<file path="src/rtl/fetch_pkg.sv">
// Shared widths, state encoding and fetch-buffer entry type for the fetch sequencer.
package fetch_pkg;

   localparam int ADDR_W  = 16;
   localparam int INSTR_W = 16;

   localparam logic [3:0] HALT_OPC = 4'hF;

   typedef logic [1:0] fetch_state_t;
   localparam fetch_state_t ST_IDLE = 2'd0;
   localparam fetch_state_t ST_RUN  = 2'd1;
   localparam fetch_state_t ST_HALT = 2'd2;

   typedef struct packed {
      logic [ADDR_W-1:0]  pc;
      logic [INSTR_W-1:0] instr;
   } fetch_entry_t;

   // Instructions are halfword aligned, so the low address bit is forced to zero.
   function automatic logic [ADDR_W-1:0] align_pc(input logic [ADDR_W-1:0] addr);
      return addr & ~{{(ADDR_W-1){1'b0}}, 1'b1};
   endfunction

endpackage

</file>
<file path="src/rtl/fetch_fifo.sv">
// Circular buffer of {pc, instr} entries between fetch and decode.
// When empty, rd_data keeps showing the last head so decode never sees X.
module fetch_fifo
   import fetch_pkg::*;
#(
   parameter int DEPTH = 2
) (
   input  logic         clk,
   input  logic         rst,
   input  logic         push,
   input  logic         pop,
   input  logic         flush,
   input  fetch_entry_t wr_data,
   output fetch_entry_t rd_data,
   output logic         full,
   output logic         empty
);

   localparam int AW = (DEPTH > 1) ? $clog2(DEPTH) : 1;
   localparam int PW = AW + 1;

   fetch_entry_t  mem_q [DEPTH];
   fetch_entry_t  hold_q, hold_d;
   fetch_entry_t  head;
   logic [PW-1:0] wr_ptr_q, wr_ptr_d;
   logic [PW-1:0] rd_ptr_q, rd_ptr_d;
   logic          push_ok;
   logic          pop_ok;

   assign empty   = (wr_ptr_q == rd_ptr_q);
   assign full    = (wr_ptr_q[PW-1] != rd_ptr_q[PW-1]) &&
                    (wr_ptr_q[AW-1:0] == rd_ptr_q[AW-1:0]);
   assign head    = mem_q[rd_ptr_q[AW-1:0]];
   assign rd_data = empty ? hold_q : head;

   // Flush dominates: it also discards an entry being popped this cycle.
   assign push_ok = push & ~flush & (~full | pop);
   assign pop_ok  = pop & ~flush & ~empty;

   always_comb begin
      wr_ptr_d = wr_ptr_q;
      rd_ptr_d = rd_ptr_q;
      hold_d   = rd_data;
      if (flush) begin
         rd_ptr_d = wr_ptr_q;
      end else begin
         if (push_ok) wr_ptr_d = wr_ptr_q + PW'(1);
         if (pop_ok)  rd_ptr_d = rd_ptr_q + PW'(1);
      end
   end

   always_ff @(posedge clk) begin
      if (rst) begin
         wr_ptr_q <= '0;
         rd_ptr_q <= '0;
         hold_q   <= '0;
         for (int i = 0; i < DEPTH; i++) mem_q[i] <= '0;
      end else begin
         wr_ptr_q <= wr_ptr_d;
         rd_ptr_q <= rd_ptr_d;
         hold_q   <= hold_d;
         if (push_ok) mem_q[wr_ptr_q[AW-1:0]] <= wr_data;
      end
   end

endmodule

</file>
<file path="src/rtl/fetch_ctrl.sv">
// Instruction fetch sequencer: PC, redirect/halt FSM and decode-side fetch buffer.
// Define FETCH_PERF_CNT_EN to add saturating stall/flush performance counters.
//
//   state   | meaning
//   --------+-------------------------------------------------------------
//   ST_IDLE | waiting for start; redirect only reloads the PC
//   ST_RUN  | fetching one instruction per cycle while the buffer has room
//   ST_HALT | HALT word fetched; buffer drains, only rst leaves this state
module fetch_ctrl #(
   parameter logic [15:0] RESET_PC   = 16'h0000,
   parameter int          FIFO_DEPTH = 2,
   parameter logic [3:0]  HALT_OPC   = fetch_pkg::HALT_OPC
) (
   input  logic                          clk,
   input  logic                          rst,
   input  logic                          start,
   output logic [fetch_pkg::ADDR_W-1:0]  im_addr,
   input  logic [fetch_pkg::INSTR_W-1:0] im_instr,
   input  logic                          redirect_valid,
   input  logic [fetch_pkg::ADDR_W-1:0]  redirect_target,
   output logic                          dec_valid,
   input  logic                          dec_ready,
   output logic [fetch_pkg::INSTR_W-1:0] dec_instr,
   output logic [fetch_pkg::ADDR_W-1:0]  dec_pc,
   output logic                          halted
`ifdef FETCH_PERF_CNT_EN
   ,
   output logic [15:0]                   perf_stall_cnt,
   output logic [15:0]                   perf_flush_cnt
`endif
);

   import fetch_pkg::*;

   fetch_state_t      state_q, state_d;
   logic [ADDR_W-1:0] pc_q, pc_d;
   logic              in_run;
   logic              push;
   logic              pop;
   logic              flush;
   logic              full;
   logic              empty;
   logic              is_halt;
   fetch_entry_t      wr_entry;
   fetch_entry_t      head;

   assign in_run    = (state_q == ST_RUN);
   assign dec_valid = ~empty;
   assign pop       = dec_valid & dec_ready;
   assign flush     = in_run & redirect_valid;
   assign push      = in_run & ~redirect_valid & (~full | pop);
   assign is_halt   = (im_instr[INSTR_W-1 -: 4] == HALT_OPC);
   assign wr_entry  = '{pc: pc_q, instr: im_instr};

   assign im_addr   = pc_q;
   assign dec_instr = head.instr;
   assign dec_pc    = head.pc;
   assign halted    = (state_q == ST_HALT);

   always_comb begin
      state_d = state_q;
      pc_d    = pc_q;
      case (state_q)
         ST_IDLE: begin
            if (redirect_valid) pc_d = align_pc(redirect_target);
            if (start)          state_d = ST_RUN;
         end
         ST_RUN: begin
            // A redirect in the same cycle as a HALT fetch discards the HALT word.
            if (redirect_valid) begin
               pc_d = align_pc(redirect_target);
            end else if (push) begin
               pc_d = pc_q + ADDR_W'(2);
               if (is_halt) state_d = ST_HALT;
            end
         end
         ST_HALT: ;
         default: state_d = ST_IDLE;
      endcase
   end

   always_ff @(posedge clk) begin
      if (rst) begin
         state_q <= ST_IDLE;
         pc_q    <= RESET_PC;
      end else begin
         state_q <= state_d;
         pc_q    <= pc_d;
      end
   end

   fetch_fifo #(
      .DEPTH (FIFO_DEPTH)
   ) u_fifo (
      .clk     (clk),
      .rst     (rst),
      .push    (push),
      .pop     (pop),
      .flush   (flush),
      .wr_data (wr_entry),
      .rd_data (head),
      .full    (full),
      .empty   (empty)
   );

`ifdef FETCH_PERF_CNT_EN
   logic [15:0] stall_cnt_q, stall_cnt_d;
   logic [15:0] flush_cnt_q, flush_cnt_d;

   always_comb begin
      stall_cnt_d = stall_cnt_q;
      flush_cnt_d = flush_cnt_q;
      if (in_run && !redirect_valid && full && !pop && stall_cnt_q != 16'hFFFF)
         stall_cnt_d = stall_cnt_q + 16'd1;
      if (flush && !empty && flush_cnt_q != 16'hFFFF)
         flush_cnt_d = flush_cnt_q + 16'd1;
   end

   always_ff @(posedge clk) begin
      if (rst) begin
         stall_cnt_q <= '0;
         flush_cnt_q <= '0;
      end else begin
         stall_cnt_q <= stall_cnt_d;
         flush_cnt_q <= flush_cnt_d;
      end
   end

   assign perf_stall_cnt = stall_cnt_q;
   assign perf_flush_cnt = flush_cnt_q;
`endif

endmodule

</file>
<file path="config.mk">
export PLATFORM = sky130hd
export DESIGN_NAME = fetch_ctrl
export DESIGN_NICKNAME = d
export VERILOG_FILES = /design/src/rtl/fetch_pkg.sv /design/src/rtl/fetch_fifo.sv /design/src/rtl/fetch_ctrl.sv
export SDC_FILE = /design/constraint.sdc
export NUM_CORES = 1
export LEC_CHECK = 0
export CORE_MARGIN = 2
export CORE_UTILIZATION = 37
export CTS_CLUSTER_DIAMETER = 30
export DETAILED_ROUTE_END_ITERATION = 16
export PLACE_DENSITY = 0.71
export SYNTH_ARGS = -nofsm -noshare
export SYNTH_HDL_FRONTEND = slang
export SYNTH_SLANG_ARGS = --single-unit
</file>
<file path="constraint.sdc">
create_clock -name clk -period 3.2 [get_ports clk]
set_clock_uncertainty 0.05 [all_clocks]
set_input_delay 0.64 -clock clk [delete_from_list [all_inputs] [get_ports clk]]
set_output_delay 0.64 -clock clk [all_outputs]
set_load 0.03 [all_outputs]
</file>
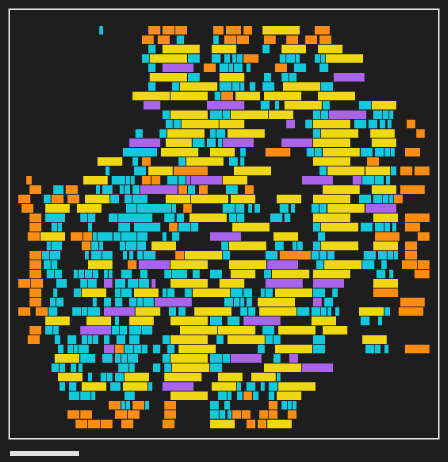
(placed cells, one colour a class)
Bar = 20 um.
- yellow: registers (cells 116; share of their area 43%)
- cyan: remaining logic cells (cells 333; share of their area 32%)
- orange: remaining buffers and delay cells (cells 100; share of their area 15%)
- purple: clock drivers and dummy loads (cells 32; share of their area 9.7%)
CORE AREA: 0.0140 mm2
final core utilization: 0.510
final instance area: 0.00714 mm2
flop share of the area: 0.413

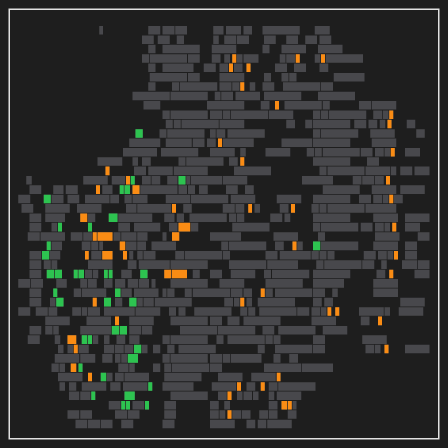
(selected gate families)
- orange: nor cells (cells 55; most used nor2_1; where spread over the die)
- green: nand cells (cells 38; most used nand2_1)

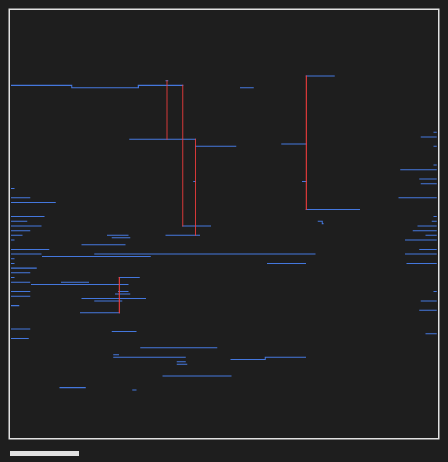
(wiring by layer)
Bar = 20 um. Two of the layers only.
- blue: M3 (wire length 669 um)
- red: M4 (wire length 135 um)
routed wire length: 12100 um
All-Layer GR Usage: 0.162
routed vias: 3954

==> flow_summary_export.csv <==
group,metric,value,unit
logic_synthesis,async_flop_share,0,
critical_path,r2r_cells,5,
critical_path,crit_path_end_kind,"output pin",
clock_tree,ctsHoldBuffers,0,
power_and_ir_drop,p_sw_frac,0.275,
placement,portBuffers,84,
finish,largest_reg_flops,62,
logic_synthesis,edf_count,62,
hold_path,hold_end,"u_fifo.hold_q[16]",
floorplan,die_w,124,um
route,drtIter0Drc,210,
power_and_ir_drop,power_leakage,2.67,nW
power_and_ir_drop,total_power,0.00499,W
route,m1WireLength,5270,um
logic_synthesis,syn_nets,529,
power_and_ir_drop,power.group.top,"the clock network",
floorplan,rows,43,
grt,gr-usage-met1,0.204,
clock_tree,tritoncts,"yes",
logic_synthesis,synth-simple-area-share,0.179,
logic_synthesis,yosys_warnings,0,
hold_path,hold_class,"reg2reg",
finish,fin_cells,761,
power_and_ir_drop,sequentialPowerShare,0.354,
logic_synthesis,synth_cells,491,
critical_path,startpoint_type,"flop",
logic_synthesis,yosysSeqAreaShare,0.550,
critical_path,setup.worst_path.end,"dec_instr[3]",
placement,hpwl,7730,um
final_timing,rsz0062_at_grt,"no",
logic_synthesis,synthAdderAreaFrac,0.00234,
clock_tree,clockRootBuffer,"clkbuf_16",
finish,lay_top_cells,"62 x and2_1, 62 x edfxtp_1, 54 x clkdlybuf4s50_1",
placement,dpl.cell_count,726,
clock_tree,cts_buffers,17,
floorplan,num_io_pins,87,
power_and_ir_drop,ir_drop,0.344,mV
critical_path,path_depth,6,
final_timing,setup_tns,0,ns
critical_path,startpoint,"u_fifo.rd_ptr_q[0]",
critical_path,critPathKind,"reg2out",
finish,layout-drive-gt1-share,0.150,
status,outcome,"complete, no violations",
route,highest_layer,"met4",
flow_run,warnings,27,
critical_path,crit_path_cell_trace,"xnor2_1 -> nand2_2 -> buf_16 -> nor2_1 -> a21oi_1 -> clkdlybuf4s50_1",
finish,seq_area,0.00294,mm2
critical_path,critPathSlowestCell,"clkdlybuf4s50_1",
power_and_ir_drop,p_int,0.00362,W
flow_run,maxCapViolCount,0,
critical_path,critPathTopFamily,"buffers and inverters",
grt,grt_pass1_vias,3871,
placement,place_area,0.00638,mm2
Power figures rest on the tool's default switching activity, not on a simulated workload.
